==> src/rtl/buzzer_melody_scheduler_pkg.sv <==
// Shared types for the buzzer melody scheduler: note codes, melody ids, FSM states, ROM word.
package buzzer_melody_scheduler_pkg;

  localparam int unsigned NUM_MEL    = 4;
  localparam int unsigned MEL_W      = 2;
  localparam int unsigned STEP_W     = 3;
  localparam int unsigned NOTE_VEC_W = 7;

  typedef enum logic [2:0] {
    ST_IDLE,
    ST_LOAD,
    ST_NOTE,
    ST_GAP,
    ST_DONE
  } state_e;

  typedef enum logic [2:0] {
    N_REST = 3'd0,
    N_DO   = 3'd1,
    N_RE   = 3'd2,
    N_MI   = 3'd3,
    N_FA   = 3'd4,
    N_SOL  = 3'd5,
    N_LA   = 3'd6,
    N_SI   = 3'd7
  } note_e;

  typedef enum logic [MEL_W-1:0] {
    MEL_ALARM = 2'd0,
    MEL_SLEEP = 2'd1,
    MEL_PLAY  = 2'd2,
    MEL_FEED  = 2'd3
  } mel_e;

  typedef struct packed {
    note_e      note;
    logic [2:0] dur;
    logic       last;
  } rom_word_t;

  // Build a ROM word from a note and its length in ticks (1..8).
  function automatic rom_word_t rw(input note_e n, input int unsigned ticks, input logic last);
    rom_word_t w;
    w.note = n;
    w.dur  = 3'(ticks - 1);
    w.last = last;
    return w;
  endfunction

  // Note code to one-hot enable vector; bit (code-1), REST gives all zeros.
  function automatic logic [NOTE_VEC_W-1:0] note_onehot(input note_e n);
    if (n == N_REST) return '0;
    return NOTE_VEC_W'(7'd1 << (3'(n) - 3'd1));
  endfunction

endpackage

==> src/rtl/buzzer_melody_scheduler_rom.sv <==
// Melody table: (melody id, step) -> {note, dur, last}; unused steps read as a final rest.
module melody_rom
  import buzzer_melody_scheduler_pkg::*;
(
  input  logic [MEL_W-1:0]  mel,
  input  logic [STEP_W-1:0] step,
  output rom_word_t         rom_word
);

  always_comb begin
    rom_word = rw(N_REST, 1, 1'b1);
    case ({mel, step})
      {MEL_ALARM, 3'd0}: rom_word = rw(N_LA,  2, 1'b0);
      {MEL_ALARM, 3'd1}: rom_word = rw(N_SI,  2, 1'b0);
      {MEL_ALARM, 3'd2}: rom_word = rw(N_LA,  2, 1'b0);
      {MEL_ALARM, 3'd3}: rom_word = rw(N_SI,  2, 1'b1);
      {MEL_SLEEP, 3'd0}: rom_word = rw(N_SOL, 4, 1'b0);
      {MEL_SLEEP, 3'd1}: rom_word = rw(N_MI,  4, 1'b0);
      {MEL_SLEEP, 3'd2}: rom_word = rw(N_DO,  8, 1'b1);
      {MEL_PLAY,  3'd0}: rom_word = rw(N_DO,  1, 1'b0);
      {MEL_PLAY,  3'd1}: rom_word = rw(N_MI,  1, 1'b0);
      {MEL_PLAY,  3'd2}: rom_word = rw(N_SOL, 1, 1'b0);
      {MEL_PLAY,  3'd3}: rom_word = rw(N_DO,  2, 1'b0);
      {MEL_PLAY,  3'd4}: rom_word = rw(N_REST, 1, 1'b0);
      {MEL_PLAY,  3'd5}: rom_word = rw(N_SOL, 2, 1'b1);
      {MEL_FEED,  3'd0}: rom_word = rw(N_DO,  1, 1'b0);
      {MEL_FEED,  3'd1}: rom_word = rw(N_MI,  1, 1'b0);
      {MEL_FEED,  3'd2}: rom_word = rw(N_SOL, 2, 1'b1);
      default:           rom_word = rw(N_REST, 1, 1'b1);
    endcase
  end

endmodule

==> src/rtl/buzzer_melody_scheduler.sv <==
// Priority melody scheduler: queues sound requests, plays stored melodies as one-hot note
// enables with per-note articulation gaps; higher-priority requests preempt.
module buzzer_melody_scheduler
  import buzzer_melody_scheduler_pkg::*;
#(
  parameter int unsigned TICK_CYCLES = 6_250_000,
  parameter int unsigned GAP_CYCLES  = 500_000
) (
  input  logic                clk,
  input  logic                rst_n,
  input  logic [NUM_MEL-1:0]  req,
  input  logic                mute,
  output logic                LA,
  output logic                DO,
  output logic                MI,
  output logic                SOL,
  output logic                RE,
  output logic                FA,
  output logic                SI,
  output logic                busy,
  output logic [MEL_W-1:0]    cur_mel,
  output logic                done
);

  localparam int unsigned DUR_CNT_W = $clog2(8 * TICK_CYCLES);
  localparam int unsigned GAP_CNT_W = (GAP_CYCLES > 1) ? $clog2(GAP_CYCLES) : 1;

  state_e                  state_q, state_d;
  logic [NUM_MEL-1:0]      pending_q, pending_d;
  logic [MEL_W-1:0]        cur_mel_q, cur_mel_d;
  logic [STEP_W-1:0]       step_q, step_d;
  logic [DUR_CNT_W-1:0]    dur_cnt_q, dur_cnt_d;
  logic [GAP_CNT_W-1:0]    gap_cnt_q, gap_cnt_d;
  logic                    last_q, last_d;
  logic [NOTE_VEC_W-1:0]   notes_q, notes_d;
  logic                    done_q, done_d;
  logic                    busy_q, busy_d;

  logic [MEL_W-1:0]        grant;
  logic [MEL_W-1:0]        rom_mel;
  logic [STEP_W-1:0]       rom_step;
  rom_word_t               rom_word;
  logic [DUR_CNT_W-1:0]    dur_load;
  logic                    playing;
  logic                    preempt;
  logic [NUM_MEL-1:0]      higher_mask;

  // Lowest set pending bit wins.
  always_comb begin
    grant = '0;
    for (int i = int'(NUM_MEL) - 1; i >= 0; i--) begin
      if (pending_q[i]) grant = MEL_W'(i);
    end
  end

  // ROM is read for the first step on grant, otherwise for the step about to start.
  assign rom_mel  = (state_q == ST_LOAD) ? grant : cur_mel_q;
  assign rom_step = (state_q == ST_LOAD) ? '0 : STEP_W'(step_q + 3'd1);

  melody_rom u_rom (
    .mel      (rom_mel),
    .step     (rom_step),
    .rom_word (rom_word)
  );

  assign dur_load    = DUR_CNT_W'((32'(rom_word.dur) + 32'd1) * TICK_CYCLES - 32'd1);
  assign playing     = (state_q == ST_NOTE) || (state_q == ST_GAP);
  assign higher_mask = NUM_MEL'((4'd1 << cur_mel_q) - 4'd1);
  assign preempt     = playing && |(pending_q & higher_mask);

  // Next-state and next-output logic.
  always_comb begin
    logic [NUM_MEL-1:0] clr;
    logic [NUM_MEL-1:0] ignore;
    logic               advance;
    logic               load_note;

    state_d   = state_q;
    pending_d = pending_q;
    cur_mel_d = cur_mel_q;
    step_d    = step_q;
    dur_cnt_d = dur_cnt_q;
    gap_cnt_d = gap_cnt_q;
    last_d    = last_q;
    notes_d   = notes_q;
    done_d    = 1'b0;
    busy_d    = 1'b0;
    clr       = '0;
    ignore    = playing ? NUM_MEL'(4'd1 << cur_mel_q) : '0;
    advance   = 1'b0;
    load_note = 1'b0;

    case (state_q)
      ST_IDLE: if (|pending_q) state_d = ST_LOAD;
      ST_LOAD: begin
        cur_mel_d  = grant;
        step_d     = '0;
        clr[grant] = 1'b1;
        load_note  = 1'b1;
      end
      ST_NOTE: begin
        if (preempt) begin
          state_d = ST_LOAD;
        end else if (dur_cnt_q == '0) begin
          if (GAP_CYCLES == 0) begin
            advance = 1'b1;
          end else begin
            state_d   = ST_GAP;
            gap_cnt_d = GAP_CNT_W'(GAP_CYCLES - 1);
          end
        end else begin
          dur_cnt_d = dur_cnt_q - DUR_CNT_W'(1);
        end
      end
      ST_GAP: begin
        if (preempt) state_d = ST_LOAD;
        else if (gap_cnt_q == '0) advance = 1'b1;
        else gap_cnt_d = gap_cnt_q - GAP_CNT_W'(1);
      end
      ST_DONE: state_d = (|pending_q) ? ST_LOAD : ST_IDLE;
      default: state_d = ST_IDLE;
    endcase

    if (advance) begin
      if (last_q) begin
        state_d = ST_DONE;
      end else begin
        step_d    = STEP_W'(step_q + 3'd1);
        load_note = 1'b1;
      end
    end

    if (load_note) begin
      state_d   = ST_NOTE;
      notes_d   = note_onehot(rom_word.note);
      last_d    = rom_word.last;
      dur_cnt_d = dur_load;
    end

    if (state_d != ST_NOTE) notes_d = '0;

    // A request for the melody currently sounding is dropped; a new request beats a grant clear.
    pending_d = (pending_q & ~clr) | (req & ~ignore);
    busy_d    = (state_d != ST_IDLE);
    done_d    = (state_d == ST_DONE);
  end

  always_ff @(posedge clk) begin
    if (!rst_n) begin
      state_q   <= ST_IDLE;
      pending_q <= '0;
      cur_mel_q <= '0;
      step_q    <= '0;
      dur_cnt_q <= '0;
      gap_cnt_q <= '0;
      last_q    <= 1'b0;
      notes_q   <= '0;
      done_q    <= 1'b0;
      busy_q    <= 1'b0;
    end else begin
      state_q   <= state_d;
      pending_q <= pending_d;
      cur_mel_q <= cur_mel_d;
      step_q    <= step_d;
      dur_cnt_q <= dur_cnt_d;
      gap_cnt_q <= gap_cnt_d;
      last_q    <= last_d;
      notes_q   <= notes_d;
      done_q    <= done_d;
      busy_q    <= busy_d;
    end
  end

  // Mute only gates the enables; sequencing keeps running underneath.
  assign DO  = notes_q[0] & ~mute;
  assign RE  = notes_q[1] & ~mute;
  assign MI  = notes_q[2] & ~mute;
  assign FA  = notes_q[3] & ~mute;
  assign SOL = notes_q[4] & ~mute;
  assign LA  = notes_q[5] & ~mute;
  assign SI  = notes_q[6] & ~mute;

  assign busy    = busy_q;
  assign cur_mel = cur_mel_q;
  assign done    = done_q;

endmodule

==> config.mk <==
export PLATFORM = sky130hd
export DESIGN_NAME = buzzer_melody_scheduler
export DESIGN_NICKNAME = d
export VERILOG_FILES = /design/src/rtl/buzzer_melody_scheduler_pkg.sv /design/src/rtl/buzzer_melody_scheduler_rom.sv /design/src/rtl/buzzer_melody_scheduler.sv
export SDC_FILE = /design/constraint.sdc
export NUM_CORES = 1
export LEC_CHECK = 0
export CORE_MARGIN = 5
export CORE_UTILIZATION = 55
export CTS_BUF_LIST = sky130_fd_sc_hd__clkbuf_4 sky130_fd_sc_hd__clkbuf_8 sky130_fd_sc_hd__clkbuf_16
export DETAILED_ROUTE_END_ITERATION = 6
export PLACE_DENSITY = 0.81
export SYNTH_ARGS = -nofsm -noshare
export SYNTH_HDL_FRONTEND = slang
export SYNTH_SLANG_ARGS = --single-unit
==> constraint.sdc <==
create_clock -name clk -period 9.85 [get_ports clk]
set_input_delay 1.97 -clock clk [delete_from_list [all_inputs] [get_ports clk]]
set_output_delay 1.97 -clock clk [all_outputs]
set_load 0.1 [all_outputs]
==> flow_summary.json <==
{
  "run_status": "completed",
  "critPathMaxStageDelay_ps": 580,
  "p_per_area_nw_per_um2": 301,
  "final_cells": 691,
  "worstHoldPathType": "reg -> reg",
  "routabilityCongestion": 0.938,
  "initCoreUtil_pct": 56.4,
  "crit_end": "dur_cnt_q[24]",
  "hold_viol": 0,
  "ir_drop_uv": 163,
  "drv_cap": 0,
  "post_dp_cell_area_um2": 4880,
  "timing.fmax_mhz": 157,
  "drc": 0,
  "holdPathStages": 2,
  "yosysChipArea_um2": 4640,
  "buf_share_pct": 3.65,
  "dp_cells": 675,
  "crit_chain": "ha_1, o41a_1, o22ai_2, inv_1, ha_1, fa_1, fa_1, inv_1, ha_1, a31o_2, a21oi_1, xnor2_1, or4_1, a2111oi_0, and4bb_2, a21oi_1, o31a_1",
  "lay_top_cells": "67 x dfxtp_1, 57 x nor2_1, 48 x a21oi_1, 48 x nand2_1",
  "clk_pin_slew_ps": 70,
  "viasPerCell": 6.09,
  "crit_family": "adder cells",
  "flop_cell": "dfxtp_1",
  "share_seq_of_total_power_pct": 26.1,
  "use_met1_pct": 30.0,
  "ys_cells": 570,
  "n_all_buffers": 19,
  "swShare_pct": 46.7,
  "nNetsFinal": 626,
  "grt_pass1_wl_um": 18600,
  "syn2layout_area_growth_pct": 9.52,
  "grt_use_total_pct": 22.1,
  "inv_count": 31,
  "criticalPathCategory": "reg -> reg",
  "p_comb_share_pct": 58.7,
  "fin_worst_skew_ps": 5.88,
  "clockNetworkAreaShare_pct": 3.84,
  "postLayoutCellArea_um2": 5080,
  "drt_pass1_iterations": 5,
  "grt_pass1_vias": 3931,
  "wl_met3_um": 500,
  "min_from": "notes_q[2]",
  "synthMuxAreaShare_pct": 0.432,
  "finalSetupTns_ps": 0,
  "critPathRequiredTime_ps": 10090,
  "m1WireLength_um": 5000,
  "pre_cts_slack_ps": 3510,
  "antennaDiodeCount": 0,
  "reg2reg_from": "step_q[0]",
  "slew_viol_final": 0,
  "endpoint_kind": "register",
  "min_to": "notes_q[2]",
  "clock_latency_ps": 350,
  "avgSynthCellArea_um2": 8.14,
  "lay_top_count": "dfxtp_1",
  "leakage_nw": 2.00,
  "cts_tree": "yes",
  "wl_um": 10800,
  "r2r_cells": 17,
  "core_um2": 8220,
  "slew_headroom_pct": 25.7,
  "cp_max_fo": 12,
  "cp_num_cells": 17,
  "layout_min_cycle_time_ps": 6380,
  "htree_levels": 3,
  "synthCells": 570,
  "critical_path_buf_inv_count": 2,
  "start_kind": "register",
  "clockBufferDepth": 2,
  "comb.multi_input.count": 453
}
-- cells by family (layout without fill, tap and decap cells) --
kind of cell	after synthesis	count (layout)
adder cells (fa/ha/maj)	38	38
AND/OR/NAND/NOR	232	232
AND-OR/OR-AND	136	136
flip-flops	67	67
buffers and inverters	50	66
multiplexers	2	2
XOR/XNOR	45	45
-- synth_stat cells (3+ instances only) --
cell type	instances	area share, %
nor4_1	13	1.8
inv_1	30	2.4
and2_1	3	0.40
nand3_1	13	1.4
a21oi_1	48	5.2
xor2_1	19	3.6
a21o_1	4	0.65
or3_1	6	0.81
clkbuf_1	18	1.5
nor3_1	21	2.3
nand4_1	6	0.81
a211oi_1	9	1.5
o211ai_1	6	0.97
o31ai_1	3	0.49
and3_1	4	0.54
nand2b_1	11	1.5
a22oi_1	5	0.81
a311oi_1	5	0.94
or4_1	7	1.1
nand2_1	48	3.9
or2_2	6	0.81
xnor2_1	25	4.7
a31oi_1	7	0.94
dfxtp_1	67	29
fa_1	8	3.5
o31a_1	4	0.76
o21a_1	3	0.49
nor2b_1	9	1.2
ha_1	30	8.1
nand3b_1	6	0.97
o21ai_0	18	1.9
nor2_1	58	4.7
-- flip-flops by register name, summed over array words and instances, names as in the netlist, 2 cells and up --
signal	count
pending_q	4
step_q	3
cur_mel	2
state_q	3
notes_q	7
gap_cnt_q	19
dur_cnt_q	26
-- power by group through the flow --
stage                     clock network, mW  registers [mW]  logic, mW
final                                 0.232           0.398      0.897
after global routing                  0.249           0.408       1.00
after CTS                             0.237           0.397      0.887
after detailed placement                  0           0.403      0.878
after global placement                    0           0.399      0.865
after floorplan                           0           0.406      0.692
-- tightest hold or removal path, stage by stage, from the launching register on --
cell	delay (ps)
dfxtp_1	310
nand2_1	50
a21oi_1	50
### I/O nets highlighted

(3 px per µm)
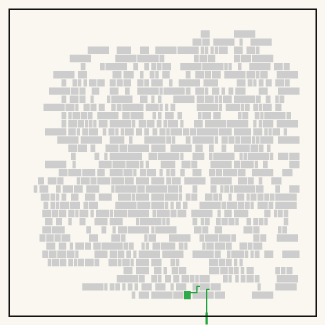
DO: marked green, direction output, edge bottom, end cells 1, buffers 1, wire 14.5 µm.
I/O pins: 18
IO buf count: 17

### Cell placement

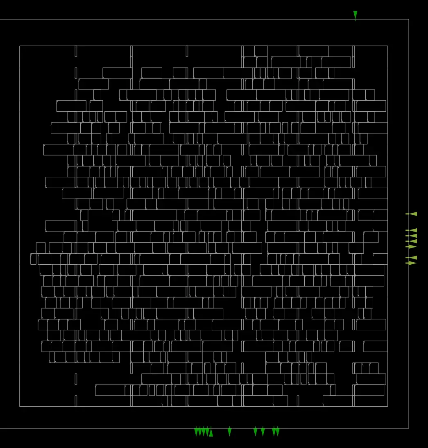
Seq Cell Count: 67
Layout Utilization: 61.8%
Tap Cells: 105
flop share of the area: 26.4%

### Metal 2

(4 px per µm)
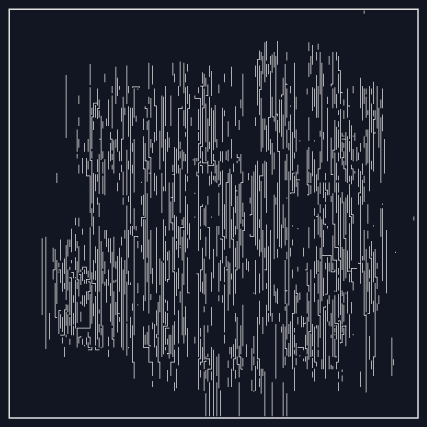
The wires run mostly vertical. The longest straight run is 33.3 µm. 529 nets have wire on it. The layer carries 5110 µm of wire. The layer holds 47% of the routed length.
DR vias: 4207
met2 Use GR: 35.6%

Power and IR drop assume default switching activity.
